--- src/rtl/serial_adder_if.sv ---
// Operand/result bundle for serial_adder. When SERIAL_ADDER_SUB_EN is defined
// the bundle also carries the subtract select.
interface serial_adder_if #(
    parameter int WIDTH = 8
);
    logic             start;
    logic [WIDTH-1:0] a;
    logic [WIDTH-1:0] b;
`ifdef SERIAL_ADDER_SUB_EN
    logic             sub;
`endif
    logic [WIDTH-1:0] sum;
    logic             carry;
    logic             busy;
    logic             done;

`ifdef SERIAL_ADDER_SUB_EN
    modport master (output start, a, b, sub, input  sum, carry, busy, done);
    modport slave  (input  start, a, b, sub, output sum, carry, busy, done);
`else
    modport master (output start, a, b, input  sum, carry, busy, done);
    modport slave  (input  start, a, b, output sum, carry, busy, done);
`endif
endinterface

--- src/rtl/serial_adder.sv ---
// Bit-serial LSB-first adder: one full-adder cell reused over WIDTH clocks.
// Define SERIAL_ADDER_SUB_EN to add the sub input (a - b via ~b and carry-in 1).
module serial_adder #(
    parameter int WIDTH = 8
) (
    input  logic           clk,
    input  logic           rst,
    serial_adder_if.slave  bus
);
    localparam int CNT_W = (WIDTH > 1) ? $clog2(WIDTH) : 1;
    localparam logic [CNT_W-1:0] LAST_BIT = CNT_W'(WIDTH - 1);

    typedef enum logic [1:0] {
        IDLE = 2'd0,
        ADD  = 2'd1,
        DONE = 2'd2
    } state_e;

    state_e           state_q, state_d;
    logic [WIDTH-1:0] op_a_q, op_a_d;
    logic [WIDTH-1:0] op_b_q, op_b_d;
    logic             c_q, c_d;
    logic [CNT_W-1:0] cnt_q, cnt_d;
    logic [WIDTH-1:0] res_q, res_d;
    logic [WIDTH-1:0] sum_q, sum_d;
    logic             carry_q, carry_d;

    logic             s_bit;
    logic             c_next;
    logic             sub_sel;

`ifdef SERIAL_ADDER_SUB_EN
    assign sub_sel = bus.sub;
`else
    assign sub_sel = 1'b0;
`endif

    // The single shared cell: current LSBs plus the stored carry.
    assign s_bit  = op_a_q[0] ^ op_b_q[0] ^ c_q;
    assign c_next = (op_a_q[0] & op_b_q[0]) | (c_q & (op_a_q[0] ^ op_b_q[0]));

    always_comb begin
        // NOTE: every signal gets its hold value first so no path leaves it unassigned (no latch).
        state_d = state_q;
        op_a_d  = op_a_q;
        op_b_d  = op_b_q;
        c_d     = c_q;
        cnt_d   = cnt_q;
        res_d   = res_q;
        sum_d   = sum_q;
        carry_d = carry_q;

        unique case (state_q)
            IDLE: begin
                if (bus.start) begin
                    state_d = ADD;
                    op_a_d  = bus.a;
                    op_b_d  = sub_sel ? ~bus.b : bus.b;
                    c_d     = sub_sel;
                    cnt_d   = '0;
                    res_d   = '0;
                end
            end
            ADD: begin
                c_d    = c_next;
                res_d  = {s_bit, res_q[WIDTH-1:1]};
                op_a_d = op_a_q >> 1;
                op_b_d = op_b_q >> 1;
                cnt_d  = cnt_q + CNT_W'(1);
                if (cnt_q == LAST_BIT) begin
                    // Result registers only change here, so partial sums never show.
                    state_d = DONE;
                    sum_d   = {s_bit, res_q[WIDTH-1:1]};
                    carry_d = c_next;
                end
            end
            DONE: begin
                state_d = IDLE;
            end
            default: begin
                state_d = IDLE;
            end
        endcase
    end

    // NOTE: sequential state uses non-blocking assignments so all flops update together.
    always_ff @(posedge clk or posedge rst) begin
        if (rst) begin
            state_q <= IDLE;
            op_a_q  <= '0;
            op_b_q  <= '0;
            c_q     <= 1'b0;
            cnt_q   <= '0;
            res_q   <= '0;
            sum_q   <= '0;
            carry_q <= 1'b0;
        end else begin
            state_q <= state_d;
            op_a_q  <= op_a_d;
            op_b_q  <= op_b_d;
            c_q     <= c_d;
            cnt_q   <= cnt_d;
            res_q   <= res_d;
            sum_q   <= sum_d;
            carry_q <= carry_d;
        end
    end

    assign bus.sum   = sum_q;
    assign bus.carry = carry_q;
    assign bus.busy  = (state_q != IDLE);
    assign bus.done  = (state_q == DONE);
endmodule

--- src/flat_wrapper.sv ---
// flat-port wrapper written by rule: the top's interface ports become plain ports
module serial_adder_flat 
#(
    parameter int WIDTH = 8
)
  (clk, rst, bus_start, bus_a, bus_b, bus_sum, bus_carry, bus_busy, bus_done);
  serial_adder_if #(.WIDTH(WIDTH)) bus_i ();
  input  logic clk;
  input  logic rst;
  input wire logic [$bits(bus_i.start)-1:0] bus_start;
  input wire logic [$bits(bus_i.a)-1:0] bus_a;
  input wire logic [$bits(bus_i.b)-1:0] bus_b;
  output wire logic [$bits(bus_i.sum)-1:0] bus_sum;
  output wire logic [$bits(bus_i.carry)-1:0] bus_carry;
  output wire logic [$bits(bus_i.busy)-1:0] bus_busy;
  output wire logic [$bits(bus_i.done)-1:0] bus_done;
  assign bus_i.start = bus_start;
  assign bus_i.a = bus_a;
  assign bus_i.b = bus_b;
  assign bus_sum = bus_i.sum;
  assign bus_carry = bus_i.carry;
  assign bus_busy = bus_i.busy;
  assign bus_done = bus_i.done;
  serial_adder #(.WIDTH(WIDTH)) u_core (.clk(clk), .rst(rst), .bus(bus_i));
endmodule
--- config.mk ---
export PLATFORM = sky130hd
export DESIGN_NAME = serial_adder_flat
export DESIGN_NICKNAME = d
export VERILOG_FILES = /design/src/rtl/serial_adder_if.sv /design/src/rtl/serial_adder.sv /design/src/flat_wrapper.sv
export SDC_FILE = /design/constraint.sdc
export NUM_CORES = 1
export LEC_CHECK = 0
export CELL_PAD_IN_SITES_DETAIL_PLACEMENT = 1
export CELL_PAD_IN_SITES_GLOBAL_PLACEMENT = 1
export CORE_MARGIN = 4
export CORE_UTILIZATION = 40
export DETAILED_ROUTE_END_ITERATION = 12
export HOLD_SLACK_MARGIN = 0.15
export PLACE_DENSITY = 0.82
export SYNTH_ARGS = -nofsm -noshare
export SYNTH_HDL_FRONTEND = slang
export SYNTH_SLANG_ARGS = --single-unit
--- constraint.sdc ---
create_clock -name clk -period 1.83 [get_ports clk]
set_input_delay 0.2745 -clock clk [delete_from_list [all_inputs] [get_ports clk]]
set_output_delay 0.2745 -clock clk [all_outputs]
set_load 0.005 [all_outputs]
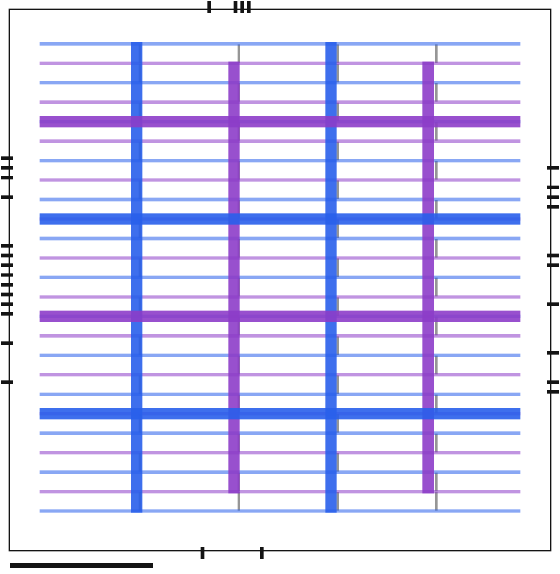
**Above:** run 1 (power grid).
Scale bar: 20 µm. Pins as bars on the die edge. Tap cells in gray.
Purple marks VDD. Blue marks VSS.
52 tap cells. The core has 24 rows. 4 straps on met4. 4 straps on met5. 30 signal pins sit on the boundary.
DIE WIDTH: 75.44 µm
worst vdd ir: 612.3 µV
die y size: 75.44 µm
core area: 4384 µm²

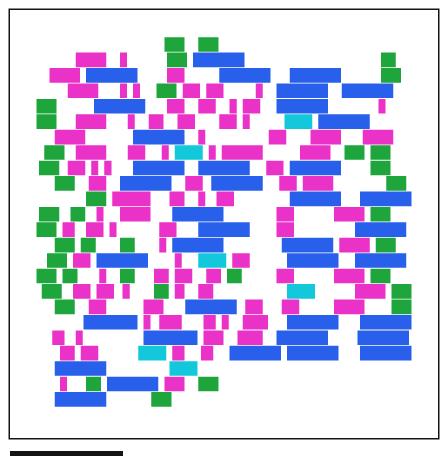
**Above:** run 1 (cell classes on the final placement).
Scale bar: 20 µm.
Magenta marks remaining logic cells, cells 90. Blue marks registers, cells 38. Green marks remaining buffers and delay cells, cells 38. Cyan marks clock drivers and dummy loads, cells 6.

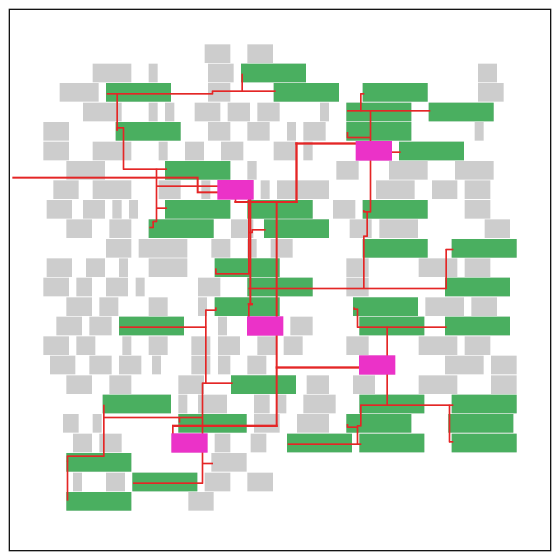
**Above:** run 1 (clock distribution).
Magenta marks clock-net drivers, count 5. Red marks clock wires, length 468 µm. Green marks flip-flops, count 38.
There are 6 routed clock nets. Position of the flops: widely spread.
Clock power frac: 15.8%
clk_skew: 0.007562 ns
Latency at later pin: 0.29 ns

==> impl_metrics.py, run 1 <==
# Auto-generated metrics
metrics = {
    "finish": {
        "logic_area_um2": 723.2,
        "final_util_pct": 51.06,
        "filler_cell_count": 456,
        "fin_nets": 195,
        "fin_area_um2": 2238,
        "drive_above_1_share_pct": 21.51,
        "syn2layout_area_growth_pct": 23.04,
    },
    "critical_path": {
        "cp.required_ns": 1.56,
        "cpPeakStageDelay_ns": 0.45,
        "r2r-start": "u_core.state_q[1]",
        "worst_ep_arrival_time_ns": 1.49,
        "cp_slowest_cell": "clkdlybuf4s50_1",
        "end_kind": "output port",
        "critPathMaxFanout": 6,
        "reg2reg_depth": 5,
        "worstSetupStartpoint": "u_core.state_q[1]",
        "path_depth": 2,
        "worst_setup_path_start_kind": "register",
        "worstPathCellList": "or2_2 > clkdlybuf4s50_1",
        "worst-path-buf-inv": 1,
    },
    "clock_tree": {
        "cts_root_buf": "clkbuf_8",
        "cts_tree": "built",
        "htree_num_levels": 2,
        "clock-sinks": 38,
        "cts_buffer_depth": 2,
        "cts_buffers": 5,
        "cts_hold_buf": 0,
        "clk_pin_slew_ns": 0.07,
    },
    "synthesis": {
        "ys_cells": 139,
        "synth-edff-count": 0,
        "synthDistinctLibCells": 33,
        "ys.warnings.count": 0,
        "syn_nets": 161,
        "ys_area_um2": 1819,
        "syn-instance-count": 139,
        "numSynthFlops": 38,
        "ys_seq_share_pct": 52.27,
        "async_flop_share_pct": 100.0,
        "synth_top_flop_cell": "dfrtp_1",
        "netlist_area_um2": 1819,
        "synth.avg_cell_area_um2": 13.09,
    },
    "sta": {
        "tightest_slew_ns": 0.6179,
        "fmax_mhz": 566.7,
        "setup_violations": 0,
        "fin_ws_ns": 0.06530,
        "maxSlewViolCount": 0,
        "slew_headroom_pct": 58.70,
        "fin_crit_sh_pct": 96.43,
        "timing.final.crit_period_ns": 1.765,
        "hold_viol_final": 0,
    },
    "power_and_ir_drop": {
        "switching_share_pct": 32.86,
        "p_leak_nw": 1.006,
        "seqPwrFrac_pct": 42.1,
        "p_switching_w": 0.001150,
        "powerDensity_nw_per_um2": 1564,
        "combPwrFrac_pct": 42.0,
        "p_int_w": 0.002350,
    },
    "die": {
        "core_util_floorplan_pct": 41.50,
        "std_cell_rows": 24,
        "ios": 30,
        "chip_area_um2": 5691,
    },
    "placed_design": {
        "io_buffers": 29,
        "place_congestion": 0.7937,
        "dp_hpwl_um": 2696,
    },
    "global_routing": {
        "grt_pass1_vias": 1371,
        "globalRouteOverflowTotal": 0,
        "grt_max_degree": 39,
        "grt_use_total_pct": 15.29,
        "grt_pass1_wl_um": 6472,
        "antenna_found_initial": 0,
    },
    "detailed_routing": {
        "wl_per_cell_um": 16.89,
        "antenna_left": 0,
        "routed_wl_um": 3783,
        "first_iter_violations": 71,
        "drc": 0,
        "vias": 1226,
        "dr.pass1.iters": 2,
        "via_per_inst": 5.473,
    },
    "min_path": {
        "hp-class": "input pin to async pin",
    },
    "job": {
        "maxCapViolCount": 0,
        "warnings": 26,
    },
    "outcome": {
        "outcome": "finished clean",
    },
}
## run 1: layer usage
layer	GRT usage (%)	routed length, µm	vias to the layer above
li1	-	-	570
met1	19.43	1750	619
met2	24.93	1798	29
met3	4.485	178	8
met4	5.243	55	0
met5	0	0	-
## run 1: layout make-up
type | count | area share (%)
repair buffers | 38 | 15.99
flip-flops and latches | 38 | 42.59
multi-input cells | 75 | 32.31
clock buffers | 6 | 3.689
well taps | 52 | 2.907
inverters | 15 | 2.515
## run 1: kinds of logic after synthesis
logic type	synth area share (%)
buffers and inverters	8.390
AOI/OAI and AO/OA	14.99
muxes	7.978
and+or+nand+nor	13.89
DFF	52.27
adders and majority gates	2.476
## run 1: per-stage QoR
stage	total power, W	cells	hold WS (ns)	TNS (ns)
3_5_place_dp	0.002960	216	0.4833	-1.583
2_1_floorplan	0.002490	139	0.4242	0
6_report	0.003501	224	0.4109	0
4_1_cts	0.003525	222	0.4349	0
5_1_grt	0.003796	224	0.4506	0
3_3_place_gp	0.002824	216	0.4805	-0.1783
## run 1: repair_timing
item	in CTS	in global routing
resized	1	2
pin swaps	0	0
setup endpoints to repair	1	5
setup buffers	0	2
## run 1: tightest hold or removal path: stages
cell	delay (ns)
clkdlybuf4s50_1	0.40
inv_1	0.05
buf_4	0.41
## run 1: worst paths after layout
kind	end	slack, ns
min	u_core.op_a_q[1]	0.41
max in group asynchronous	u_core.state_q[0]	1.07
max	bus_busy	0.07
min reg2reg	u_core.cnt_q[0]	0.49
max reg2reg	u_core.op_a_q[5]	0.22
min in group clk	u_core.cnt_q[0]	0.49
## run 1: cell usage in the layout, fill, tap and decap left out, types with 6 or more instances in the layout
master	n
nor2_1	7
buf_4	9
mux2_4	9
inv_1	15
clkbuf_8	6
clkdlybuf4s50_1	29
nor4b_1	9
dfrtp_1	36
a22o_1	10
a221oi_1	9
## run 1: sequential cells by signal (all words and copies together), names as in the netlist
signal,flops
u_core.cnt_q,3
u_core.bus.sum,8
u_core.state_q,2
u_core.res_q,7
u_core.op_b_q,8
u_core.bus.carry,1
u_core.op_a_q,8
u_core.c_q,1
## run 1: power groups by stage
stage / clock network, W / registers (W) / logic (W)
CTS: 0.000578 / 0.00149 / 0.00146
global placement: 0 / 0.00147 / 0.00136
detailed placement: 0 / 0.00150 / 0.00146
finish: 0.000555 / 0.00148 / 0.00147
global route: 0.000621 / 0.00153 / 0.00165
floorplan: 0 / 0.00142 / 0.00107
## run 1: cell usage after synthesis, drive strengths merged (2+ instances only)
cell type | count | area share, %
a22o | 10 | 4.8
nand2 | 2 | 0.41
nor4b | 13 | 7.6
nor2 | 7 | 1.4
dfrtp | 38 | 52
inv | 15 | 3.1
ha | 2 | 1.4
a221oi | 12 | 6.8
buf | 10 | 5.0
mux2 | 9 | 7.4
nand2b | 3 | 1.0
==> inputs of run 2 (changes only) <==
--- a/config.mk
+++ b/config.mk
@@ -5,6 +5,7 @@
 export SDC_FILE = /design/constraint.sdc
 export NUM_CORES = 1
 export LEC_CHECK = 0
+export CAP_MARGIN = 0
 export CELL_PAD_IN_SITES_DETAIL_PLACEMENT = 1
 export CELL_PAD_IN_SITES_GLOBAL_PLACEMENT = 1
 export CORE_MARGIN = 4
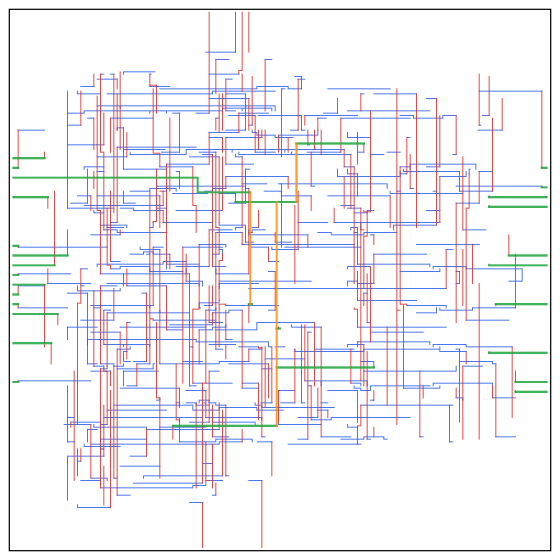
**Above:** run 2 (signal wires by layer).
Red marks M2, wire length 1800 µm. Orange marks M4, wire length 55.1 µm. Blue marks M1, wire length 1750 µm. Green marks M3, wire length 179 µm.

==> impl_metrics.py, run 2 <==
# Auto-generated metrics
metrics = {
    "synthesis": {
        "ys_seq_share_pct": 52.27,
        "syn_nets": 161,
        "numSynthFlops": 38,
        "synth_top_flop_cell": "dfrtp_1",
        "topCellsByArea": "dfrtp_1, mux2_4, a22o_1",
        "async_flop_share_pct": 100.0,
        "synth-edff-count": 0,
        "ys_cells": 139,
        "synth.avg_cell_area_um2": 13.09,
        "top_area_share_pct": 52.27,
        "most_common_cell": "dfrtp_1",
        "netlist_area_um2": 1819,
        "synthDistinctLibCells": 33,
        "ys_area_um2": 1819,
        "syn-instance-count": 139,
    },
    "global_routing": {
        "globalRouteOverflowTotal": 0,
        "grt_max_degree": 39,
        "grt_use_total_pct": 15.29,
        "grt_pass1_vias": 1371,
        "grt_pass1_wl_um": 6472,
        "antenna_found_initial": 0,
    },
    "outcome": {
        "outcome": "finished clean",
    },
    "clock_tree": {
        "cts_tree": "built",
        "cts_hold_buf": 0,
        "htree_num_levels": 2,
        "clk_latency_ns": 0.29,
        "clk_pin_slew_ns": 0.07,
        "cts_buffer_depth": 2,
    },
    "detailed_routing": {
        "antenna_left": 0,
        "first_iter_violations": 71,
        "routed_wl_um": 3783,
        "wl_per_cell_um": 16.89,
    },
    "sta": {
        "setup_violations": 0,
        "clock_skew_ns": 0.007562,
        "fin_crit_sh_pct": 96.43,
        "tightest_slew_ns": 0.6179,
        "fmax_mhz": 566.7,
        "timing.final.crit_period_ns": 1.765,
        "fin_setup_tns_ns": 0,
    },
    "job": {
        "maxCapViolCount": 0,
    },
    "min_path": {
        "hp-class": "input pin to async pin",
    },
    "critical_path": {
        "cp_slowest_cell": "clkdlybuf4s50_1",
        "worstSetupStartpoint": "u_core.state_q[1]",
        "worst_ep_arrival_time_ns": 1.49,
        "cp.required_ns": 1.56,
        "r2r-start": "u_core.state_q[1]",
        "worstPathCellList": "or2_2 > clkdlybuf4s50_1",
        "critPathMaxFanout": 6,
        "worst-path-buf-inv": 1,
        "worst_setup_path_start_kind": "register",
    },
    "die": {
        "fp.dieH_um": 75.44,
        "std_cell_rows": 24,
        "core-area_um2": 4384,
        "chip_area_um2": 5691,
        "core_util_floorplan_pct": 41.50,
    },
    "finish": {
        "filler_cell_count": 456,
        "logic_area_um2": 723.2,
        "final_util_pct": 51.06,
        "fin_cells": 224,
        "drive_above_1_share_pct": 21.51,
        "most-common-layout-cells": "dfrtp_1, clkdlybuf4s50_1, inv_1, a22o_1",
        "mostFrequentLayoutCell": "dfrtp_1",
        "syn2layout_area_growth_pct": 23.04,
    },
    "placed_design": {
        "dp_hpwl_um": 2696,
        "io_buffers": 29,
    },
    "power_and_ir_drop": {
        "powerDensity_nw_per_um2": 1564,
        "irDropWorstVdd_uv": 612.3,
    },
}
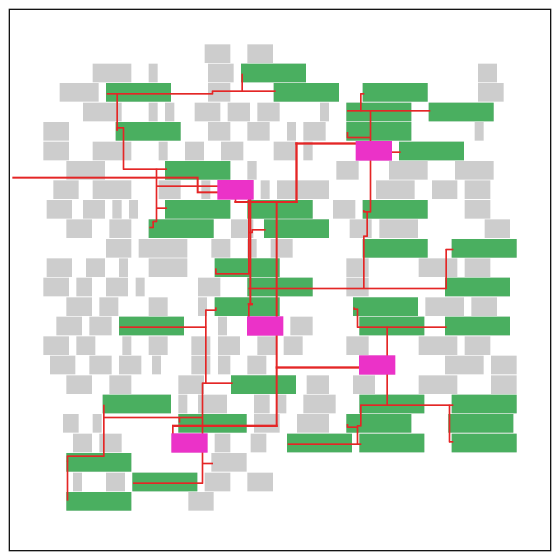
**Above:** run 2 (clock distribution).
Red marks clock wires, length 468 µm. Magenta marks clock-net drivers, count 5. Green marks flip-flops, count 38.
There are 6 routed clock nets. Position of the flops: widely spread.
clock-net power: 0.000555 W

[run 2: cell counts after synthesis]
Identical to the previous run, type by type.
[run 2: power breakdown]
group          internal, W  switching [W]  total, W  leakage [nW]
logic             0.000833       0.000638   0.00147         0.503
clock network     0.000290       0.000264  0.000555        0.0431
registers          0.00123       0.000248   0.00148         0.460
total              0.00235        0.00115   0.00350          1.01
[run 2: area by class of cell]
class | instances | share of cell area (%)
Clock buffer | 6 | 3.689
Inverter | 15 | 2.515
Multi-Input combinational cell | 75 | 32.31
Sequential cell | 38 | 42.59
Tap cell | 52 | 2.907
Timing Repair Buffer | 38 | 15.99
[run 2: timing repair]
action	in CTS	in global routing
endpoints found under the setup margin	1	5
gates cloned	0	0
endpoints found under the hold margin	0	0
gates resized	1	2
setup buffers	0	2
[run 2: worst paths after layout]
path	slack (ns)	depth (start not counted)	to
setup / recovery	0.07	2	bus_busy
hold / removal	0.41	3	u_core.op_a_q[1]
setup reg to reg	0.22	5	u_core.op_a_q[5]
hold reg to reg	0.49	1	u_core.cnt_q[0]
max in group asynchronous	1.07	3	u_core.state_q[0]
min in group clk	0.49	1	u_core.cnt_q[0]
[run 2: kinds of logic (layout without fill, tap and decap cells)]
group	after synthesis	count (layout)	synth area share, %
compound gates	29	29	14.99
fa+ha+maj	3	3	2.476
buf+inv	26	59	8.390
flops	38	38	52.27
mux	10	10	7.978
simple gates	33	33	13.89
[run 2: routing by layer]
metal  GRT usage (%)  share of wire [%]  wire (µm)  vias to the layer above
li1                -                  -          -                      570
met1           19.43                 46       1750                      619
met2           24.93                 48       1798                       29
met3           4.485                4.7        178                        8
met4           5.243                1.5         55                        0
met5               0                  0          0                        -
[run 2: tightest hold or removal path, stage by stage]
cell	delay, ns
clkdlybuf4s50_1	0.40
inv_1	0.05
buf_4	0.41
[run 2: through the flow]
stage	area [µm²]	hold slack, ns
floorplan	1819	0.4242
global placement	2131	0.4805
detailed placement	2131	0.4833
CTS	2215	0.4349
global route	2238	0.4506
finish	2238	0.4109
==> inputs of run 3 (changes only) <==
--- a/config.mk
+++ b/config.mk
@@ -9,10 +9,10 @@
 export CELL_PAD_IN_SITES_DETAIL_PLACEMENT = 1
 export CELL_PAD_IN_SITES_GLOBAL_PLACEMENT = 1
 export CORE_MARGIN = 4
-export CORE_UTILIZATION = 40
+export CORE_UTILIZATION = 23
 export DETAILED_ROUTE_END_ITERATION = 12
 export HOLD_SLACK_MARGIN = 0.15
-export PLACE_DENSITY = 0.82
+export PLACE_DENSITY = 0.55
 export SYNTH_ARGS = -nofsm -noshare
 export SYNTH_HDL_FRONTEND = slang
 export SYNTH_SLANG_ARGS = --single-unit
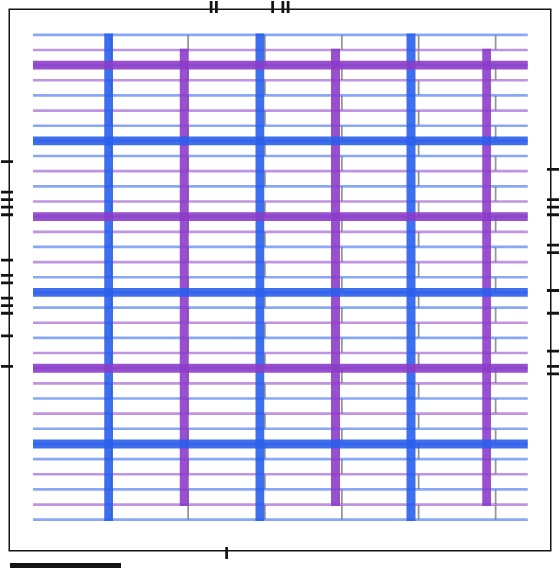
**Above:** run 3 (power grid).
Scale bar: 20 µm. Pins as bars on the die edge. Tap cells in gray.
Purple marks VDD. Blue marks VSS.
102 tap cells. 6 straps on met5. 30 signal pins sit on the boundary. The core has 32 rows.

==> impl_metrics.py, run 3 <==
# Auto-generated metrics
metrics = {
    "synthesis": {
        "synthAoiAreaFrac_pct": 14.99,
        "async_flop_share_pct": 100.0,
        "most_common_cell": "dfrtp_1",
        "ys_area_um2": 1819,
        "topCellsByArea": "dfrtp_1, mux2_4, a22o_1",
        "synthDistinctLibCells": 33,
        "synth_top_flop_cell": "dfrtp_1",
        "netlist_area_um2": 1819,
        "synthTopCellsByCount": "dfrtp_1, inv_1, a22o_1",
        "ys.warnings.count": 0,
        "adder_share_pct": 2.476,
        "ys_seq_share_pct": 52.27,
        "xor_share_pct": 0,
        "top_area_share_pct": 52.27,
        "synth-edff-count": 0,
        "syn_nets": 161,
        "numSynthFlops": 38,
        "yosysTopAreaCell": "dfrtp_1",
    },
    "global_routing": {
        "grt_use_total_pct": 8.285,
        "grt_max_degree": 39,
        "grt_pass1_vias": 1206,
        "globalRouteOverflowTotal": 0,
    },
    "critical_path": {
        "end_kind": "output port",
        "reg2reg_depth": 5,
        "r2r-start": "u_core.cnt_q[0]",
        "worst_setup_path_start_kind": "register",
        "worst_ep_arrival_time_ns": 1.48,
        "cp.required_ns": 1.56,
        "ff2ff_setup_slack_ns": 0.31,
    },
    "clock_tree": {
        "cts_tree": "built",
        "clk_pin_slew_ns": 0.08,
        "cts_buffer_depth": 2,
        "clock-sinks": 38,
        "cts_buffers": 5,
    },
    "placed_design": {
        "place_area_um2": 2223,
        "place_congestion": 0.6880,
        "io_buffers": 29,
        "dp_hpwl_um": 2753,
    },
    "sta": {
        "setup_violations": 0,
        "fin_crit_sh_pct": 95.87,
        "hold_viol_final": 0,
        "slew_headroom_pct": 66.20,
        "maxSlewViolCount": 0,
        "timing.final.crit_period_ns": 1.754,
        "fin_ws_ns": 0.07567,
        "clock_skew_ns": 0.005282,
        "tightest_slew_ns": 0.5069,
        "fmax_mhz": 570.0,
        "fin_setup_tns_ns": 0,
    },
    "die": {
        "core_util_floorplan_pct": 23.54,
        "fp.dieH_um": 96.94,
        "chipWidth_um": 96.94,
        "ios": 30,
        "std_cell_rows": 32,
        "chip_area_um2": 9396,
        "core-area_um2": 7727,
    },
    "finish": {
        "most-common-layout-cells": "dfrtp_1, clkdlybuf4s50_1, inv_1, buf_4, a22o_1",
        "mostFrequentLayoutCell": "dfrtp_1",
        "drive_above_1_share_pct": 24.58,
        "fin_area_um2": 2344,
        "fin_nets": 200,
    },
    "detailed_routing": {
        "drc": 0,
        "vias": 1223,
        "first_iter_violations": 58,
        "antenna_left": 0,
        "wl_per_cell_um": 13.92,
        "routed_wl_um": 3912,
    },
    "power_and_ir_drop": {
        "powerDensity_nw_per_um2": 1517,
        "p_leak_nw": 1.035,
    },
    "outcome": {
        "outcome": "finished clean",
    },
    "job": {
        "maxCapViolCount": 0,
        "warnings": 26,
    },
    "min_path": {
        "hp-class": "input pin to async pin",
    },
}
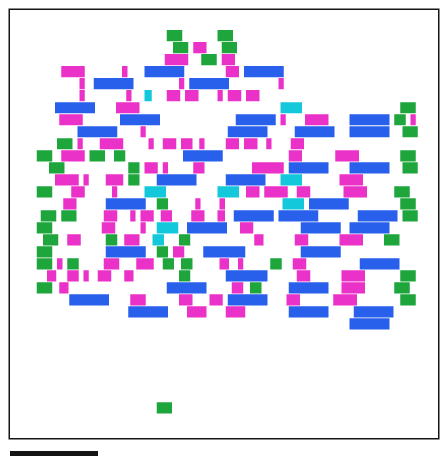
**Above:** run 3 (cell classes on the final placement).
Scale bar: 20 µm.
Cyan marks clock drivers and dummy loads, cells 8. Blue marks registers, cells 38. Green marks remaining buffers and delay cells, cells 43. Magenta marks remaining logic cells, cells 90.

[run 3: cell count changes in the layout (fill, tap and decap cells not counted), sizes merged]
cell and change:
buf +5, clkinvlp +1, clkinv +1
[run 3: logic make-up (layout without fill, tap and decap cells)]
| logic type | after synthesis | after routing |
|---|---|---|
| flip-flops | 38 | 38 |
| multiplexers | 10 | 10 |
| adder cells (fa/ha/maj) | 3 | 3 |
| buffers and inverters | 26 | 66 |
| AND-OR/OR-AND | 29 | 29 |
| AND/OR/NAND/NOR | 33 | 33 |
[run 3: worst max path at each step]
stage	start	end	slack, ns	depth (start not counted)
after floorplan	u_core.cnt_q[0]	u_core.bus.carry	0.39	5
after global placement	bus_start	u_core.op_a_q[6]	0.16	4
after detailed placement	bus_start	u_core.op_a_q[6]	0.15	4
after CTS	u_core.state_q[1]	bus_busy	0.006	2
after global routing	u_core.state_q[1]	bus_busy	0.007	2
final	u_core.state_q[1]	bus_busy	0.08	2
[run 3: through the flow]
step / hold WS, ns / cells
global placement: 0.4872 / 270
global route: 0.4641 / 281
detailed placement: 0.4832 / 270
finish: 0.4116 / 281
floorplan: 0.4242 / 139
CTS: 0.4355 / 278
[run 3: where the power goes]
part           leakage [nW]  switching [W]  internal (W)
Clock                0.0472       0.000298      0.000303
Sequential            0.460       0.000231       0.00123
Combinational         0.527       0.000630      0.000866
Total                  1.03        0.00116       0.00239
[run 3: what timing repair did]
item                       in CTS  in global routing
resized                         0                  2
hold endpoints to repair        0                  0
setup buffers                   0                  3
hold buffers                    0                  0
setup endpoints to repair       0                  2
[run 3: metal layers]
layer	GRT usage, %	part of all wire [%]	vias to the layer above
li1	-	-	588
met1	12.91	52	596
met2	11.20	42	37
met3	2.451	5.4	2
met4	1.620	0.20	0
met5	0	0	-
[run 3: critical path, stage by stage (launching register included)]
cell and delay, ns:
dfrtp_2 0.44, or2_2 0.31, clkdlybuf4s50_1 0.45
[run 3: layout make-up]
class	instances	area, µm²
clock buffers	6	82.58
clock inverters	2	12.51
fillers	853	5384
inverters	15	56.30
multi-input cells	75	715.7
flip-flops and latches	38	953.4
well taps	102	127.6
repair buffers	43	395.4

## Gallery

Track usage over the die.
(a)
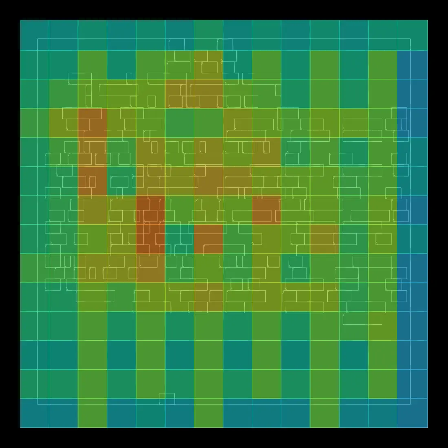
(b)
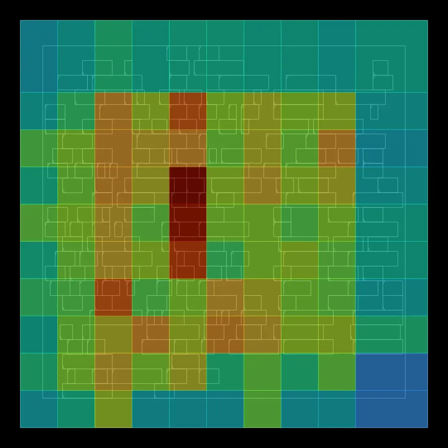
(b) is run 1.
(a) is run 3.

No activity file was given, so power comes from the tool's default toggle rates.
